<file path="src/rtl/muldiv_ctrl.sv">
// Sequencing controller between EX and the shared multiply/divide unit.
// Divide-by-zero and signed-overflow results are produced locally without the divider.
module muldiv_ctrl #(
  parameter int XLEN = 64
) (
  input  logic            clk,
  input  logic            rst,
  input  logic            op_valid_i,
  input  logic [2:0]      funct3_i,
  input  logic            word_i,
  input  logic [XLEN-1:0] src1_i,
  input  logic [XLEN-1:0] src2_i,
  input  logic            flush_i,
  output logic            mul_en_o,
  output logic            req_valid_o,
  output logic [XLEN-1:0] op_1_o,
  output logic [XLEN-1:0] op_2_o,
  output logic            sign_op_1_o,
  output logic            sign_op_2_o,
  input  logic            unit_ready_i,
  input  logic            unit_valid_i,
  input  logic [XLEN-1:0] data_1_i,
  input  logic [XLEN-1:0] data_2_i,
  output logic            stall_o,
  output logic [XLEN-1:0] result_o,
  output logic            result_valid_o,
  output logic            busy_o
);

  localparam logic [2:0] S_IDLE  = 3'd0;
  localparam logic [2:0] S_ISSUE = 3'd1;
  localparam logic [2:0] S_WAIT  = 3'd2;
  localparam logic [2:0] S_DONE  = 3'd3;
  localparam logic [2:0] S_DRAIN = 3'd4;

  logic [2:0]      r_state;
  logic [2:0]      r_funct3;
  logic            r_word;
  logic            r_mul_en;
  logic            r_sign1;
  logic            r_sign2;
  logic [XLEN-1:0] r_op1;
  logic [XLEN-1:0] r_op2;
  logic [XLEN-1:0] r_result;

  logic            w_sign1;
  logic            w_sign2;
  logic            w_div_zero;
  logic            w_overflow;
  logic [XLEN-1:0] w_op1;
  logic [XLEN-1:0] w_op2;
  logic [XLEN-1:0] w_local_raw;
  logic [XLEN-1:0] w_unit_raw;

  // W-form results take bit 31 of the selected value as the sign.
  function automatic logic [XLEN-1:0] fmt_result(input logic word, input logic [XLEN-1:0] value);
    fmt_result = word ? {{(XLEN-32){value[31]}}, value[31:0]} : value;
  endfunction

  always_comb begin
    w_sign1 = (funct3_i == 3'd0) || (funct3_i == 3'd1) || (funct3_i == 3'd2) ||
              (funct3_i == 3'd4) || (funct3_i == 3'd6);
    w_sign2 = (funct3_i == 3'd0) || (funct3_i == 3'd1) ||
              (funct3_i == 3'd4) || (funct3_i == 3'd6);
    if (word_i) begin
      w_op1 = {{(XLEN-32){w_sign1 & src1_i[31]}}, src1_i[31:0]};
      w_op2 = {{(XLEN-32){w_sign2 & src2_i[31]}}, src2_i[31:0]};
    end else begin
      w_op1 = src1_i;
      w_op2 = src2_i;
    end
    w_div_zero = funct3_i[2] &
                 (word_i ? (src2_i[31:0] == 32'd0) : (src2_i == '0));
    w_overflow = funct3_i[2] & ~funct3_i[0] &
                 (word_i ? ((src1_i[31:0] == 32'h8000_0000) && (src2_i[31:0] == 32'hFFFF_FFFF))
                         : ((src1_i == {1'b1, {(XLEN-1){1'b0}}}) && (src2_i == '1)));
    // funct3[1] distinguishes remainder from quotient among the divide ops
    if (w_div_zero) begin
      w_local_raw = funct3_i[1] ? w_op1 : '1;
    end else begin
      w_local_raw = funct3_i[1] ? '0 : w_op1;
    end
    w_unit_raw = ((r_funct3 == 3'd0) || (r_funct3[2] && !r_funct3[1])) ? data_1_i : data_2_i;
  end

  always_ff @(posedge clk) begin
    if (!rst) begin
      r_state  <= S_IDLE;
      r_funct3 <= 3'd0;
      r_word   <= 1'b0;
      r_mul_en <= 1'b0;
      r_sign1  <= 1'b0;
      r_sign2  <= 1'b0;
      r_op1    <= '0;
      r_op2    <= '0;
      r_result <= '0;
    end else begin
      case (r_state)
        S_IDLE: begin
          if (op_valid_i && !flush_i) begin
            r_funct3 <= funct3_i;
            r_word   <= word_i;
            r_mul_en <= ~funct3_i[2];
            r_sign1  <= w_sign1;
            r_sign2  <= w_sign2;
            r_op1    <= w_op1;
            r_op2    <= w_op2;
            if (w_div_zero || w_overflow) begin
              r_result <= fmt_result(word_i, w_local_raw);
              r_state  <= S_DONE;
            end else begin
              r_state <= S_ISSUE;
            end
          end
        end
        // A flush that coincides with an accept leaves a result in flight to drain.
        S_ISSUE: begin
          if (flush_i) begin
            r_state <= unit_ready_i ? S_DRAIN : S_IDLE;
          end else if (unit_ready_i) begin
            r_state <= S_WAIT;
          end
        end
        S_WAIT: begin
          if (flush_i) begin
            r_state <= unit_valid_i ? S_IDLE : S_DRAIN;
          end else if (unit_valid_i) begin
            r_result <= fmt_result(r_word, w_unit_raw);
            r_state  <= S_DONE;
          end
        end
        S_DRAIN: begin
          if (unit_valid_i) begin
            r_state <= S_IDLE;
          end
        end
        S_DONE:  r_state <= S_IDLE;
        default: r_state <= S_IDLE;
      endcase
    end
  end

  assign mul_en_o       = r_mul_en;
  assign op_1_o         = r_op1;
  assign op_2_o         = r_op2;
  assign sign_op_1_o    = r_sign1;
  assign sign_op_2_o    = r_sign2;
  assign req_valid_o    = (r_state == S_ISSUE);
  assign result_o       = r_result;
  assign result_valid_o = (r_state == S_DONE) && !flush_i;
  assign stall_o        = op_valid_i & ~result_valid_o;
  assign busy_o         = (r_state != S_IDLE);

endmodule

</file>
<file path="config.mk">
export PLATFORM = sky130hd
export DESIGN_NAME = muldiv_ctrl
export DESIGN_NICKNAME = d
export VERILOG_FILES = /design/src/rtl/muldiv_ctrl.sv
export SDC_FILE = /design/constraint.sdc
export NUM_CORES = 1
export LEC_CHECK = 0
export CELL_PAD_IN_SITES_DETAIL_PLACEMENT = 1
export CELL_PAD_IN_SITES_GLOBAL_PLACEMENT = 2
export CORE_UTILIZATION = 24
export CTS_CLUSTER_DIAMETER = 150
export DETAILED_ROUTE_END_ITERATION = 10
export PLACE_DENSITY = 0.9
export SETUP_SLACK_MARGIN = 0.1
export SLEW_MARGIN = 20
export SYNTH_ARGS = -nofsm -noshare
export SYNTH_HDL_FRONTEND = slang
export SYNTH_SLANG_ARGS = --single-unit
</file>
<file path="constraint.sdc">
create_clock -name clk -period 6.45 [get_ports clk]
set_clock_uncertainty 0.05 [all_clocks]
set_input_delay 0.9675 -clock clk [delete_from_list [all_inputs] [get_ports clk]]
set_output_delay 0.9675 -clock clk [all_outputs]
set_load 0.05 [all_outputs]
</file>
Figure 1. Placed standard cells.
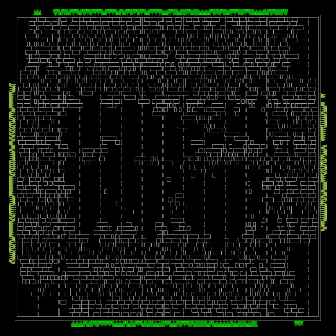
row count: 73
core box area: 39730 um2
Post-Route Utilization: 39.29%
well-tap cell count: 525

Figure 2. I/O nets highlighted.
(1.5 px per um)
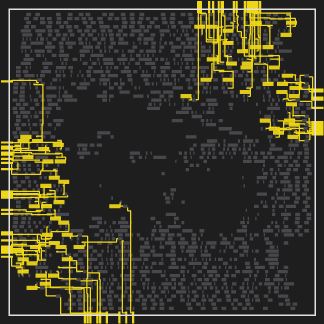
| port | color | bits | direction | end cells | buffers | wire |
|---|---|---|---|---|---|---|
| `op_2_o` | yellow | 64 | output | 64 | 64 | 2770 um |
count of input and output buffers: 464
Top-Level Pins: 465

==> qor.csv <==
metric,value,unit
run_status,"complete, no violations",
post_cts_resized,0,
reg2reg_to,result_o[23],
sw_ratio,31.02,%
clk_pin_slew,50,ps
detailedPlace.worstSlack,1632,ps
seqPwrFrac,36.8,%
netSwitchingPower,1.130,mW
dominant_kind_of_combinational_cell,AND-OR/OR-AND gates,
syn-instance-count,1154,
arrival,4720,ps
ordered_list_of_cells_on_the_worst_path,clkdlybuf4s50_1 -> nor4b_1 -> nand3_1 -> or4_1 -> nor3_2 -> nand4_1 -> a2111oi_4 -> buf_4 -> mux2i_1,
buf_share,30.66,%
cts_max_level,1,
dieArea,41180,um2
cp.required,6860,ps
timing.rr.start,r_state[2],
tritoncts_clock_tree,yes,
design_power_total,3.641,mW
gpl.final_weighted_congestion,0.8536,
grt_setup_unrepaired,no,
postCtsSetupRepairBufs,0,
synth_cell_types,40,
synth.area.top_cells,"dfxtp_1 (42%), mux2i_1 (10%), nand2_1 (8.2%)",
synth_top_cell_by_area,dfxtp_1,
detailroute.via_count,10510,
postSynthAreaPerCell,8.396,um2
worst-r2r-setup-slack,3620,ps
slew_headroom,36.02,%
sequential_area,4044,um2
critical-path-max-stage-delay,670,ps
share_comb_of_total_power,23.2,%
layout_setup_ws,2140,ps
globalRoute.totalOverflow,0,
grt_antenna_before_repair,2,
hold_path_depth,2,
yosys-mux-area-fraction,13.84,%
timing.hold.worst.class,flip-flop to flip-flop,
clock_tree.root_cell,clkbuf_16,
via_per_inst,4.973,
largest_class,multi-input combinational cells,
synth_simple_gate_area_share,17.23,%
cell_area_after_synthesis,9689,um2
critPathLaunchType,input port,
inverters_excl_clock,36,
endpoint_kind,flip-flop,
timing.setup.critical_path_class,input port to flip-flop,
power_per_cell_area,233.2,nW/um2
signal_buffers,484,
area_delta_synth_final,61.12,%
edf_count,0,
yosys_warnings,0,
ys.flop_type,dfxtp_1,
timing.hold.worst.start,op_2_o[31],
layout-drive-gt1-share,7.251,%
fp_nets,1420,
drt-pass1-iter-count,5,
setup_viol,0,
place_inst,2062,
antenna_violating_nets_post_route,0,
placement.cell_area,14730,um2
n_fill_cell,4607,
logic_area,5120,um2
max-vdd-ir-drop,0.0001611,V
synth.ff_latch_count,202,
chipWidth,202.9,um
fmaxAchievable,232.0,MHz
fin_area,15610,um2
min_tclk_post_route,4310,ps
worst_hold_path.endpoint,op_2_o[31],
cts.hold.buffers_added,0,
diodes,2,
final-max-slew-violation-count,0,
numClockSinks,202,
seq_area_share,25.90,%
place_hpwl,33.98,mm
detail_route.drc_violations,0,
crit_share_post_route,66.83,%
critical-path-slowest-cell,clkdlybuf4s50_1,
Figure 3. Cell sizes after repair.
(2 px per um)
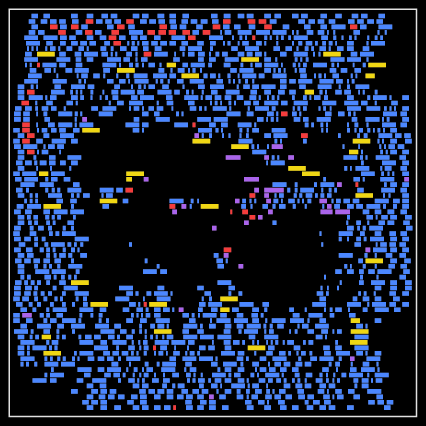
| size | color | cells |
|---|---|---|
| _6 and larger | yellow | 36 |
| _0 and _1 cells | blue | 1471 |
| _3 and _4 cells | purple | 32 |
| _2 cells | red | 47 |

Figure 4. Gate families picked out.
(2 px per um)
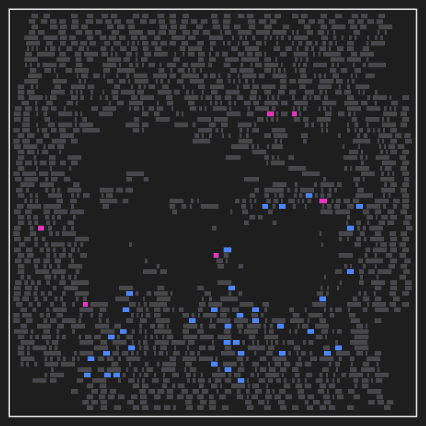
| family | color | cells |
|---|---|---|
| AND and OR gates | magenta | 6 |
| AND-OR and OR-AND gates | blue | 36 |
most instantiated logic cell after routing: clkdlybuf4s50_1
logic gate fraction of the total cell area: 32.80%
final instance count without filler cells: 2113

==> worst max-delay path: cells and delay by family <==
kind	cells	cell delay [ps]
multiplexers	1	290
buffers and inverters	2	1240
AND/OR/NAND/NOR	5	1810
AND-OR/OR-AND	1	350
==> power by group through the flow <==
stage / sequential (mW) / combinational [mW] / clock (mW)
2_1_floorplan: 1.56 / 0.240 / 0
3_3_place_gp: 1.37 / 0.841 / 0
3_5_place_dp: 1.37 / 0.847 / 0
4_1_cts: 1.34 / 0.850 / 1.49
5_1_grt: 1.35 / 0.890 / 1.55
6_report: 1.34 / 0.845 / 1.45
==> cell usage after synthesis, types with 2 or more instances <==
cell,count
o221ai_1,32
mux2_2,32
inv_1,35
buf_6,2
a21oi_1,108
nor3b_1,2
o21bai_1,2
nor4b_1,4
nor2b_1,2
o211ai_1,32
o21ai_0,100
buf_12,6
nand4_1,18
a31oi_1,5
nand2_1,211
nor3_1,9
nor3_2,2
nand2b_1,31
nor2_1,43
or4_1,3
dfxtp_1,202
nand3_1,6
nor4_1,29
o211a_1,32
mux2i_1,98
clkbuf_1,93
o21ai_1,2
==> flip-flops by register name, summed over array words and instances, names as in the netlist <==
register     flops
op_2_o          64
r_funct3         3
result_o        64
op_1_o          64
r_word           1
sign_op_1_o      1
mul_en_o         1
r_state          3
sign_op_2_o      1
==> cell families after synthesis <==
logic type | Yosys count
AND/OR/NAND/NOR | 365
buffers and inverters | 137
flip-flops | 202
AND-OR/OR-AND | 320
multiplexers | 130
==> per-layer routing <==
metal / up-vias / global-route usage, % / part of all wire, % / routed length [um]
li1: 4930 / - / - / -
met1: 5164 / 28.19 / 45 / 20360
met2: 333 / 34.66 / 47 / 21510
met3: 80 / 3.917 / 5.1 / 2338
met4: 0 / 7.546 / 3.4 / 1540
met5: - / 0 / 0 / 0
Power is estimated from default activity; no workload was simulated.
